[src/rtl/serial_add.sv]
// serial_add: multi-cycle ripple adder/subtractor.
// A WIDTH-bit operand pair is added DIGIT bits per clock through a chain of
// DIGIT full-adder cells; the carry between slices is held in a register.
// Subtraction is a + ~b + 1: b is inverted and the carry preset at capture.
// Input and output use a valid/ready handshake; all outputs are registered.

// Single-bit full-adder cell, replicated DIGIT times by serial_add.
module full_adder (
  input  logic a,
  input  logic b,
  input  logic ci,
  output logic s,
  output logic co
);

  assign s  = a ^ b ^ ci;
  assign co = (a & b) | (a & ci) | (b & ci);

endmodule

module serial_add #(
  parameter int WIDTH = 16,
  parameter int DIGIT = 4
) (
  input  logic             clk,
  input  logic             rst,
  input  logic             inValid,
  output logic             inReady,
  input  logic [WIDTH-1:0] a,
  input  logic [WIDTH-1:0] b,
  input  logic             carryIN,
  input  logic             op,
  output logic             outValid,
  input  logic             outReady,
  output logic [WIDTH-1:0] sum,
  output logic             carryOUT,
  output logic             overflow
);

  // Number of slices processed per operation and the widths needed to
  // count them and to address a bit inside the operand.
  localparam int NSLICE = WIDTH / DIGIT;
  localparam int CW     = (NSLICE > 1) ? $clog2(NSLICE) : 1;
  localparam int IW     = (WIDTH > 1) ? $clog2(WIDTH) : 1;
  localparam logic [CW-1:0] LAST_SLICE = CW'(NSLICE - 1);

  typedef enum logic [1:0] {
    IDLE = 2'd0,
    RUN  = 2'd1,
    DONE = 2'd2
  } state_t;

  // Registered state
  state_t            state_q,     state_d;
  logic [WIDTH-1:0]  a_q,         a_d;
  logic [WIDTH-1:0]  b_q,         b_d;       // holds ~b in subtract mode
  logic              carry_q,     carry_d;   // carry into the current slice
  logic [CW-1:0]     cnt_q,       cnt_d;     // current slice index
  logic [WIDTH-1:0]  sum_q,       sum_d;
  logic              carry_out_q, carry_out_d;
  logic              overflow_q,  overflow_d;
  logic              in_ready_q,  in_ready_d;
  logic              out_valid_q, out_valid_d;

  // Slice datapath
  logic [IW-1:0]     slice_base_s;
  logic [DIGIT-1:0]  a_slice_s;
  logic [DIGIT-1:0]  b_slice_s;
  logic [DIGIT-1:0]  slice_sum_s;
  logic [DIGIT:0]    chain_s;                // chain_s[i] = carry into bit i
  logic              last_slice_s;

  // LSB index of the slice being worked on. When DIGIT == WIDTH the count
  // is always zero, so truncating DIGIT to IW bits cannot change the result.
  assign slice_base_s = IW'(cnt_q) * IW'(DIGIT);
  assign a_slice_s    = a_q[slice_base_s +: DIGIT];
  assign b_slice_s    = b_q[slice_base_s +: DIGIT];
  assign last_slice_s = (cnt_q == LAST_SLICE);
  assign chain_s[0]   = carry_q;

  // Ripple chain of DIGIT full-adder cells for one slice.
  for (genvar g = 0; g < DIGIT; g++) begin : g_fa
    full_adder u_fa (
      .a  (a_slice_s[g]),
      .b  (b_slice_s[g]),
      .ci (chain_s[g]),
      .s  (slice_sum_s[g]),
      .co (chain_s[g+1])
    );
  end

  // Next-state and next-output logic for the IDLE/RUN/DONE sequence.
  always_comb begin
    state_d     = state_q;
    a_d         = a_q;
    b_d         = b_q;
    carry_d     = carry_q;
    cnt_d       = cnt_q;
    sum_d       = sum_q;
    carry_out_d = carry_out_q;
    overflow_d  = overflow_q;
    in_ready_d  = in_ready_q;
    out_valid_d = out_valid_q;

    case (state_q)
      IDLE: begin
        if (inValid) begin
          a_d         = a;
          b_d         = op ? ~b : b;
          carry_d     = op ? 1'b1 : carryIN;
          cnt_d       = {CW{1'b0}};
          in_ready_d  = 1'b0;
          out_valid_d = 1'b0;
          state_d     = RUN;
        end else begin
          in_ready_d  = 1'b1;
          out_valid_d = 1'b0;
        end
      end

      RUN: begin
        sum_d[slice_base_s +: DIGIT] = slice_sum_s;
        carry_d                      = chain_s[DIGIT];
        if (last_slice_s) begin
          // Overflow compares the carries into and out of the operand MSB,
          // which are the top two taps of the last slice's chain.
          carry_out_d = chain_s[DIGIT];
          overflow_d  = chain_s[DIGIT] ^ chain_s[DIGIT-1];
          cnt_d       = {CW{1'b0}};
          out_valid_d = 1'b1;
          state_d     = DONE;
        end else begin
          cnt_d       = cnt_q + CW'(1);
        end
      end

      DONE: begin
        if (outReady) begin
          out_valid_d = 1'b0;
          in_ready_d  = 1'b1;
          state_d     = IDLE;
        end else begin
          out_valid_d = 1'b1;
          in_ready_d  = 1'b0;
        end
      end

      default: begin
        out_valid_d = 1'b0;
        in_ready_d  = 1'b1;
        state_d     = IDLE;
      end
    endcase
  end

  // State and output registers; reset aborts any operation in flight.
  always_ff @(posedge clk or posedge rst) begin
    if (rst) begin
      state_q     <= IDLE;
      a_q         <= {WIDTH{1'b0}};
      b_q         <= {WIDTH{1'b0}};
      carry_q     <= 1'b0;
      cnt_q       <= {CW{1'b0}};
      sum_q       <= {WIDTH{1'b0}};
      carry_out_q <= 1'b0;
      overflow_q  <= 1'b0;
      in_ready_q  <= 1'b1;
      out_valid_q <= 1'b0;
    end else begin
      state_q     <= state_d;
      a_q         <= a_d;
      b_q         <= b_d;
      carry_q     <= carry_d;
      cnt_q       <= cnt_d;
      sum_q       <= sum_d;
      carry_out_q <= carry_out_d;
      overflow_q  <= overflow_d;
      in_ready_q  <= in_ready_d;
      out_valid_q <= out_valid_d;
    end
  end

  assign inReady  = in_ready_q;
  assign outValid = out_valid_q;
  assign sum      = sum_q;
  assign carryOUT = carry_out_q;
  assign overflow = overflow_q;

endmodule

[config.mk]
export PLATFORM = sky130hd
export DESIGN_NAME = serial_add
export DESIGN_NICKNAME = d
export VERILOG_FILES = /design/src/rtl/serial_add.sv
export SDC_FILE = /design/constraint.sdc
export NUM_CORES = 1
export LEC_CHECK = 0
export CORE_MARGIN = 1
export CORE_UTILIZATION = 41
export CTS_BUF_LIST = sky130_fd_sc_hd__clkbuf_8
export CTS_CLUSTER_SIZE = 30
export DETAILED_ROUTE_END_ITERATION = 16
export PLACE_DENSITY_LB_ADDON = 0.2
export SYNTH_ARGS = -nofsm -noshare
export SYNTH_HDL_FRONTEND = slang
export SYNTH_SLANG_ARGS = --single-unit
export TNS_END_PERCENT = 20
[constraint.sdc]
create_clock -name clk -period 4.39 [get_ports clk]
set_input_delay 0.6585 -clock clk [delete_from_list [all_inputs] [get_ports clk]]
set_output_delay 0.6585 -clock clk [all_outputs]
set_load 0.02 [all_outputs]
run_1/met1.png
Cells faint in the background.
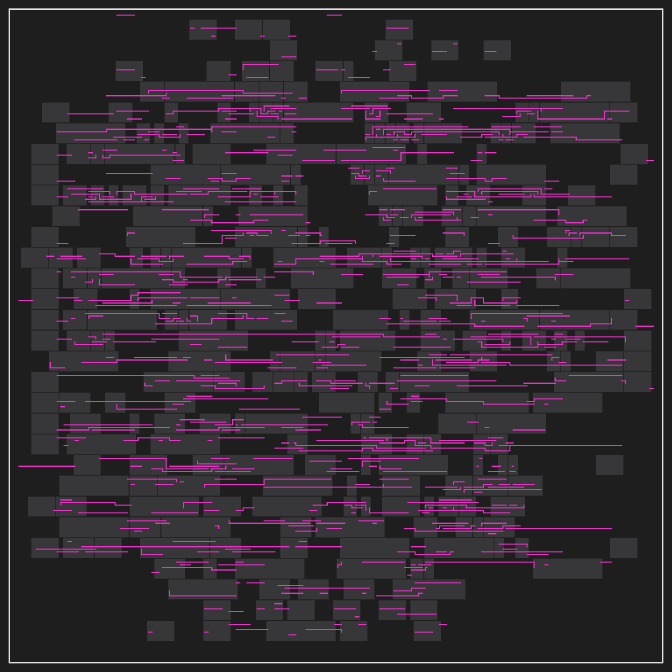
wire length on this layer = 2,680 µm
longest straight run = 36.8 µm
main direction = horizontal
Via Count: 1,998
M1 GR Usage: 24.08%
DRT Wirelength: 5.652 mm

run_1/met2.png
The bar under the picture is 20 µm long.
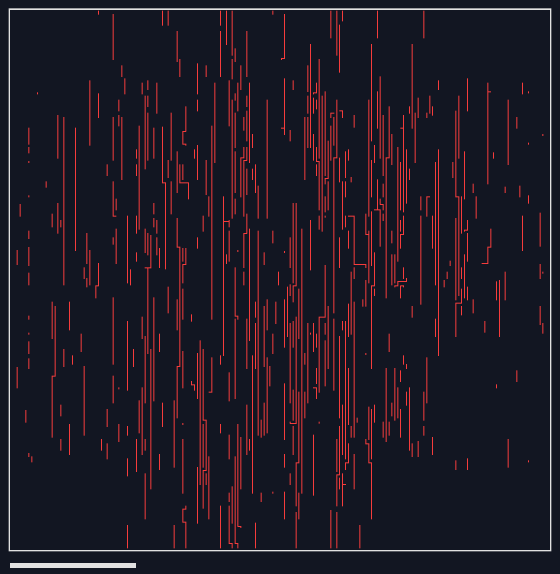
longest straight run = 41.8 µm
main direction = vertical
wire length on this layer = 2,600 µm
share of all routed wire = 46%

==> job_summary.md, run 1 <==
### Flow metrics

| Metric | Value |
|---|---|
| Status | `finished, final reports clean` |
| Max-area cell share | `48.99%` |
| Worst slew pin tran | `941.6 ps` |
| CTS root buf | `clkbuf_8` |
| # Cells Yosys | `246` |
| Global Route met3 Usage | `5.775%` |
| WHS Endpoint | `inReady` |
| Global placer's final weighted congestion | `0.8037` |
| Top cells excl fill/tap | `clkdlybuf4s50_1 (57), dfrtp_1 (56), nand2_1 (38)` |
| Xor/xnor share | `5.206%` |
| Initial DRC count | `122` |
| CTS tree | `yes` |
| Largest fanout on the critical path | `14` |
| P_int | `1681 µW` |
| Vias in the first global route | `2,014` |
| Seq share, synth | `49.91%` |
| Antenna cells | `0` |
| FF-to-FF setup slack | `1140 ps` |
| Ports | `58` |
| Syn nets | `297` |
| FP Util | `42.33%` |
| Slew HR | `37.03%` |
| Chip area | `7315 µm²` |
| Worst R2R Start | `cnt_q[0]` |
run_1/met3.png
The bar under the picture is 20 µm long.
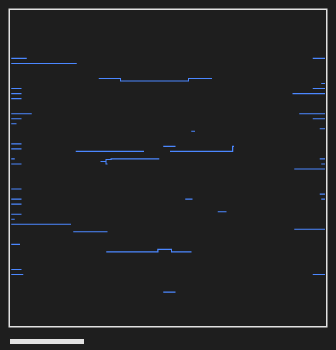
longest straight run = 18.4 µm
share of all routed wire = 4.6%
wire length on this layer = 258 µm
main direction = horizontal

run_1/final_clocks.png
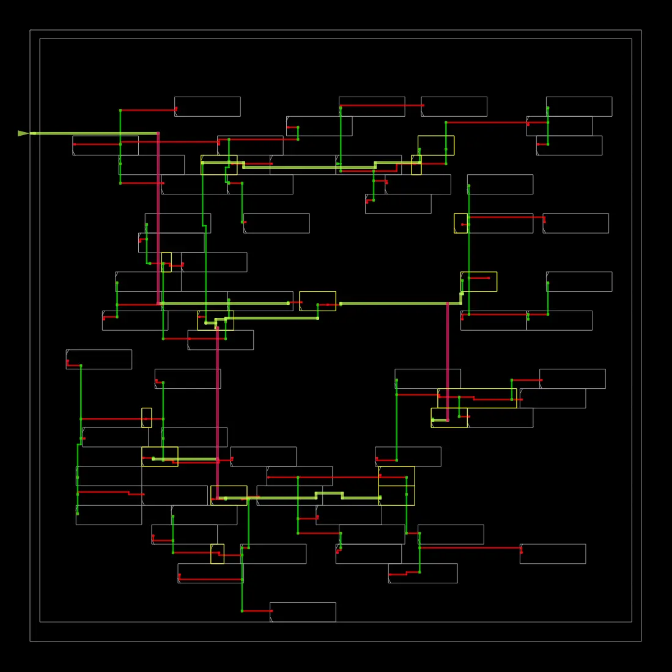
total CTS buffers: 9
clock sink count: 57
Clock buffer cells: 10
worst skew pair latency: 330 ps

[run 1: state kept, by name, indices dropped and copies added (netlist names)]
register,cells
state_q,2
carry_q,1
carryOUT,1
inReady,1
b_q,16
outValid,1
a_q,16
cnt_q,2
sum,16
overflow,1
[run 1: critical path: cells and delay by family, from the launching register on]
family | cells | cell delay (ps)
flops | 1 | 470
buf+inv | 3 | 410
mux | 2 | 820
compound gates | 2 | 210
fa+ha+maj | 4 | 1200
[run 1: power by group through the flow]
stage	sequential [µW]	combinational, µW	clock, µW
detailed placement	925	1420	0
global placement	922	1380	0
floorplan	928	956	0
global route	940	1570	508
CTS	916	1420	476
finish	910	1410	465
[run 1: through the flow]
stage / worst slack, ps / hold WS, ps / util, % / instance area, µm² / instances
2_1_floorplan: 1344 / 444.6 / - / 2860 / 246
3_3_place_gp: 1235 / 455.2 / 51.65 / 3490 / 374
3_5_place_dp: 1126 / 453.9 / 51.65 / 3490 / 374
4_1_cts: 1098 / 463.7 / 54.44 / 3679 / 390
5_1_grt: 842.9 / 490.9 / 54.44 / 3679 / 390
6_report: 1141 / 462.6 / 54.44 / 3679 / 390
[run 1: synth_stat cells (2+ instances only)]
cell / count
a21oi_1: 2
dfrtp_1: 56
ha_1: 9
nand2b_1: 2
xnor2_1: 16
fa_1: 4
nor2_1: 5
mux4_2: 8
o21ai_2: 2
inv_1: 12
buf_2: 6
a31oi_1: 2
nor4b_1: 2
nand2_1: 38
mux2_2: 19
o21ai_0: 29
nor3b_1: 3
clkbuf_1: 4
nor2b_1: 3
a22o_1: 6
[run 1: area by class of cell]
cell class              instances  area [µm²]
flip-flops and latches         57        1428
clock inverters                 6       51.30
fillers                       611        3078
inverters                      13       48.80
multi-input cells             164        1320
repair buffers                 60       593.1
clock buffers                  10       137.6
well taps                      80       100.1
run_1/wire_density.png
The bar under the picture is 20 µm long. The die is cut into 17 by 17 equal tiles; dark purple is low, yellow is high, scaled to the fullest tile. Values are wire area over tile area, all layers added.
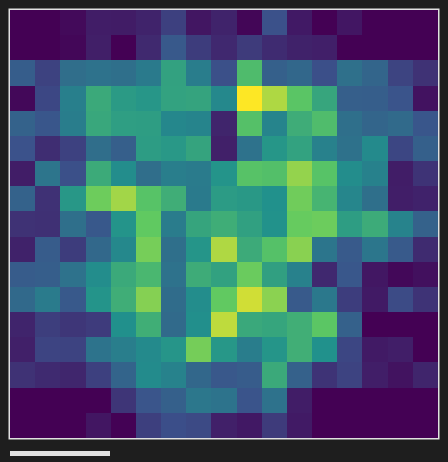

==> inputs of run 2 (changes only) <==
==> constraint.sdc (replaced) <==
create_clock -name clk -period 3.05 [get_ports clk]
set_input_delay 0.4575 -clock clk [delete_from_list [all_inputs] [get_ports clk]]
set_output_delay 0.4575 -clock clk [all_outputs]
set_load 0.02 [all_outputs]
run_2/wire_density.png
The bar under the picture is 20 µm long. The die is cut into 17 by 17 equal tiles; dark purple is low, yellow is high, scaled to the fullest tile. Values are wire area over tile area, all layers added.
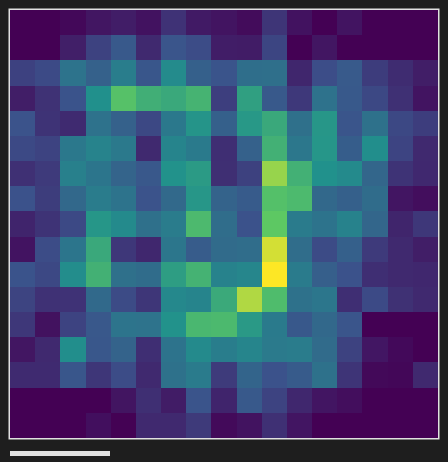
nearly empty tiles = 12%
emptiest ninth of the die = south-east
mean over tiles = 0.12
tiles over half the peak = 12%
fullest tile = 0.46

run_2/met1.png
Cells faint in the background.
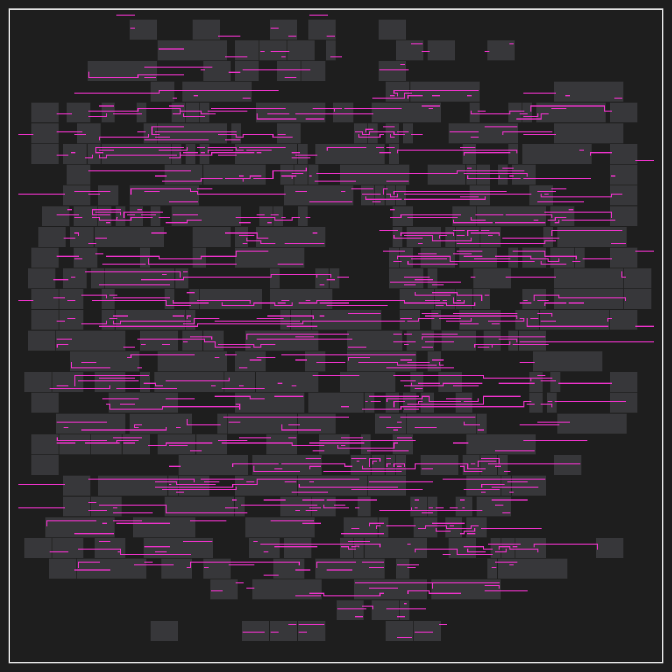
nets with wire on the layer = 310
longest straight run = 18.9 µm
main direction = horizontal
share of all routed wire = 47%

==> job_summary.md, run 2 <==
### Flow metrics

| Metric | Value |
|---|---|
| Largest fanout on the critical path | `4` |
| Global placer's final weighted congestion | `0.7706` |
| Top cells excl fill/tap | `clkdlybuf4s50_1 (57), dfrtp_1 (55), nand2_1 (38)` |
| Worst skew pair latency | `330 ps` |
| Seq. cell area | `1429 µm²` |
| Max-area cell share | `48.99%` |
| Fin nets | `360` |
| Slew HR | `51.68%` |
| Setup WS pre-CTS | `104.9 ps` |
| Vias in the first global route | `2,025` |
| Seq share, synth | `49.91%` |
| Antenna cells | `0` |
| Chip area | `7315 µm²` |
| CTS root buf | `clkbuf_8` |
| Number of enable flip-flop cells | `0` |
| Crit. path cell count | `10` |
| Worst R2R Start | `cnt_q[0]` |
| DRT Wirelength | `5.633 mm` |
| Status | `finished, final reports clean` |
| Yosys top cell by area | `dfrtp_1` |
| Clock sink count | `57` |
| FF-to-FF setup slack | `200 ps` |
| Crit-path leading delay family | `adder cells` |
| Post-Layout Cell Count | `394` |
| WP buf/inv | `2` |
| Post-DP Area | `3520 µm²` |
| Worst slew pin tran | `723.0 ps` |
| Hold WS | `416.1 ps` |
| Comb gate area | `1323 µm²` |
| Via Count | `1,994` |
| PostCTS Resize Cnt | `0` |
| Total CTS buffers | `9` |
| Ports | `58` |
| # fillers | `615` |
| Worst EP required | `3260 ps` |
| Placed insts | `378` |
| CTS tree | `yes` |
| Fin area | `3679 µm²` |
==> run 2: routing by layer <==
layer | wire length [µm] | track usage, % | part of all wire (%) | up-vias
met5 | 0 | 0 | 0 | -
met4 | 101 | 7.727 | 1.8 | 0
met3 | 214 | 4.042 | 3.8 | 9
met2 | 2666 | 28.07 | 47 | 52
met1 | 2651 | 23.18 | 47 | 956
li1 | - | - | - | 977
==> run 2: worst min-delay path by stage <==
stage / to / slack [ps] / depth (start not counted)
finish: b_q[4] / 420 / 2
global route: b_q[7] / 440 / 2
CTS: b_q[3] / 420 / 2
detailed placement: inReady / 460 / 2
global placement: inReady / 460 / 2
floorplan: b_q[10] / 440 / 2
==> run 2: worst register-to-register path, delay by kind of cell (launching register included) <==
family / cells / cell delay, ps
buffers and inverters: 2 / 150
adders and majority gates: 4 / 1170
muxes: 2 / 800
DFF: 1 / 400
AOI/OAI and AO/OA: 2 / 200
==> run 2: power by group <==
part | switching (µW) | internal [µW]
clock network | 292 | 279
logic | 1130 | 976
registers | 183 | 1090
total | 1600 | 2350
==> run 2: logic make-up after synthesis <==
kind of cell / share of synthesized area (%)
and+or+nand+nor: 10.37
DFF: 49.91
AOI/OAI and AO/OA: 10.06
muxes: 13.78
buffers and inverters: 3.937
xor gates and xnor gates: 5.206
adders and majority gates: 6.737
==> run 2: cell type report <==
type                            instances  share of cell area [%]
Sequential cell                        57                   38.84
Multi-Input combinational cell        164                   35.95
Timing Repair Buffer                   64                   16.94
Clock buffer                            9                   3.367
Tap cell                               80                   2.721
Inverter                               13                   1.327
Clock inverter                          7                  0.8503
==> run 2: per-stage QoR <==
step                util [%]  power, µW
floorplan                  -       2712
global placement       52.09       3363
detailed placement     52.09       3405
CTS                    54.39       3990
global route           54.44       4261
finish                 54.44       3953
run_2/met2.png
The bar under the picture is 20 µm long.
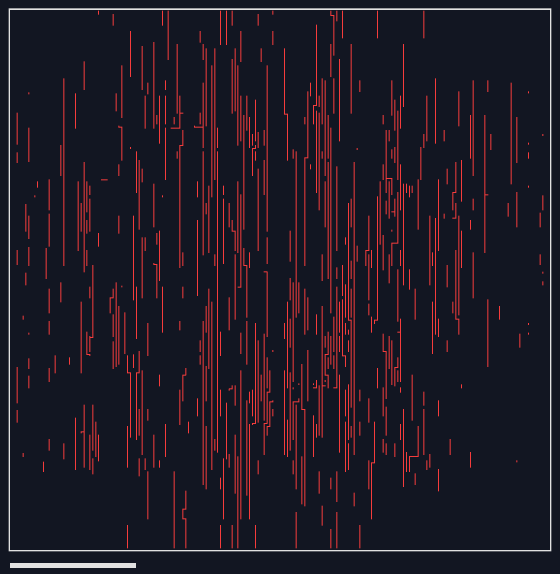

==> inputs of run 3 (changes only) <==
--- a/config.mk
+++ b/config.mk
@@ -6,7 +6,7 @@
 export NUM_CORES = 1
 export LEC_CHECK = 0
 export CORE_MARGIN = 1
-export CORE_UTILIZATION = 41
+export CORE_UTILIZATION = 53
 export CTS_BUF_LIST = sky130_fd_sc_hd__clkbuf_8
 export CTS_CLUSTER_SIZE = 30
 export DETAILED_ROUTE_END_ITERATION = 16
run_3/met2.png
The bar under the picture is 20 µm long.
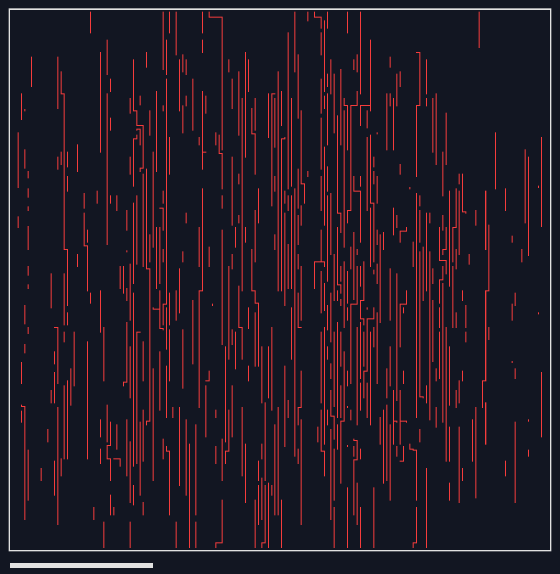
main direction = vertical
wire length on this layer = 2,900 µm
share of all routed wire = 53%
nets with wire on the layer = 308
longest straight run = 37.4 µm

==> job_summary.md, run 3 <==
### Flow metrics

| Metric | Value |
|---|---|
| Syn nets | `297` |
| P_comb | `2090 µW` |
| Status | `finished, final reports clean` |
| # Cells Yosys | `246` |
| Top-count cell post-synth | `dfrtp_1` |
| AND-OR/OR-AND Cells, Area Fraction | `10.06%` |
| Worst skew pair latency | `330 ps` |
| Xor/xnor share | `5.206%` |
| Largest Pwr Group | `combinational logic` |
| Power share of the clock group | `16.0%` |
| Vias in the first global route | `2,063` |
| Yosys top cell by area | `dfrtp_1` |
| DRT Wirelength | `5.470 mm` |
| Worst slew pin tran | `685.0 ps` |
| Slew HR | `54.33%` |
| Number of enable flip-flop cells | `0` |
| Global Route met3 Usage | `4.365%` |
| FP Util | `55.65%` |
| Chip area | `5694 µm²` |
| CTS root buf | `clkbuf_8` |
| Total CTS buffers | `9` |
| Switching Share | `39.56%` |
| Mux area share | `13.78%` |
| Synth cell count leaders | `dfrtp_1 (56), nand2_1 (38), o21ai_0 (29)` |
| Worst R2R Start | `cnt_q[0]` |
| P_clk | `644 µW` |
| Worst EP required | `3250 ps` |
run_3/met3.png
The bar under the picture is 20 µm long.
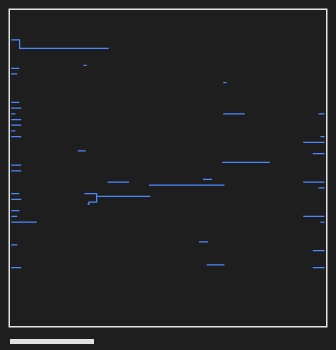
share of all routed wire = 2.8%
nets with wire on the layer = 33
wire length on this layer = 153 µm

## run 3: netlist changes by cell type in the layout (fill, tap and decap cells not counted), sizes merged
| cell | previous run | this run |
|---|---|---|
| inv | 16 | 15 |
| buf | 7 | 10 |
| clkinv | 4 | 3 |
| bufinv | 0 | 1 |
## run 3: what timing repair did
| item | 4_1_cts | 5_1_grt |
|---|---|---|
| gates resized | 0 | 1 |
| setup buffers | 0 | 2 |
| endpoints found under the setup margin | 0 | 1 |
| hold buffers | 0 | 0 |
## run 3: routing by layer
| layer | share of wire (%) | wire length [µm] |
|---|---|---|
| met1 | 42 | 2306 |
| met2 | 53 | 2904 |
| met3 | 2.8 | 152 |
| met4 | 1.9 | 106 |
| met5 | 0 | 0 |
## run 3: worst min path at each step
stage          startpoint      end  depth (start not counted)
5_1_grt           inReady  inReady                          2
2_1_floorplan     b_q[10]  b_q[10]                          2
6_report          inReady  inReady                          2
3_5_place_dp      inReady  inReady                          2
3_3_place_gp      inReady  inReady                          2
4_1_cts           inReady  inReady                          2
## run 3: through the flow
stage	instances	power (µW)	instance area, µm²
CTS	384	4033	3691
floorplan	246	2712	2860
finish	386	4023	3707
global route	386	4311	3707
detailed placement	369	3387	3515
global placement	369	3305	3515
## run 3: area by class of cell
class	count	area [µm²]	area share [%]
clock buffer	9	123.9	3.341
timing repair buffer	67	645.6	17.41
multi-input combinational	164	1320	35.61
sequential	57	1429	38.54
tap	70	87.58	2.362
inverter	13	48.80	1.316
clock inverter	6	52.55	1.417
## run 3: critical path: cells and delay by family (launching register included)
| kind | cells | cell delay, ps |
|---|---|---|
| AOI/OAI and AO/OA | 2 | 200 |
| DFF | 1 | 400 |
| buffers and inverters | 2 | 150 |
| muxes | 2 | 800 |
| adders and majority gates | 4 | 1210 |
Power and IR drop assume default switching activity.
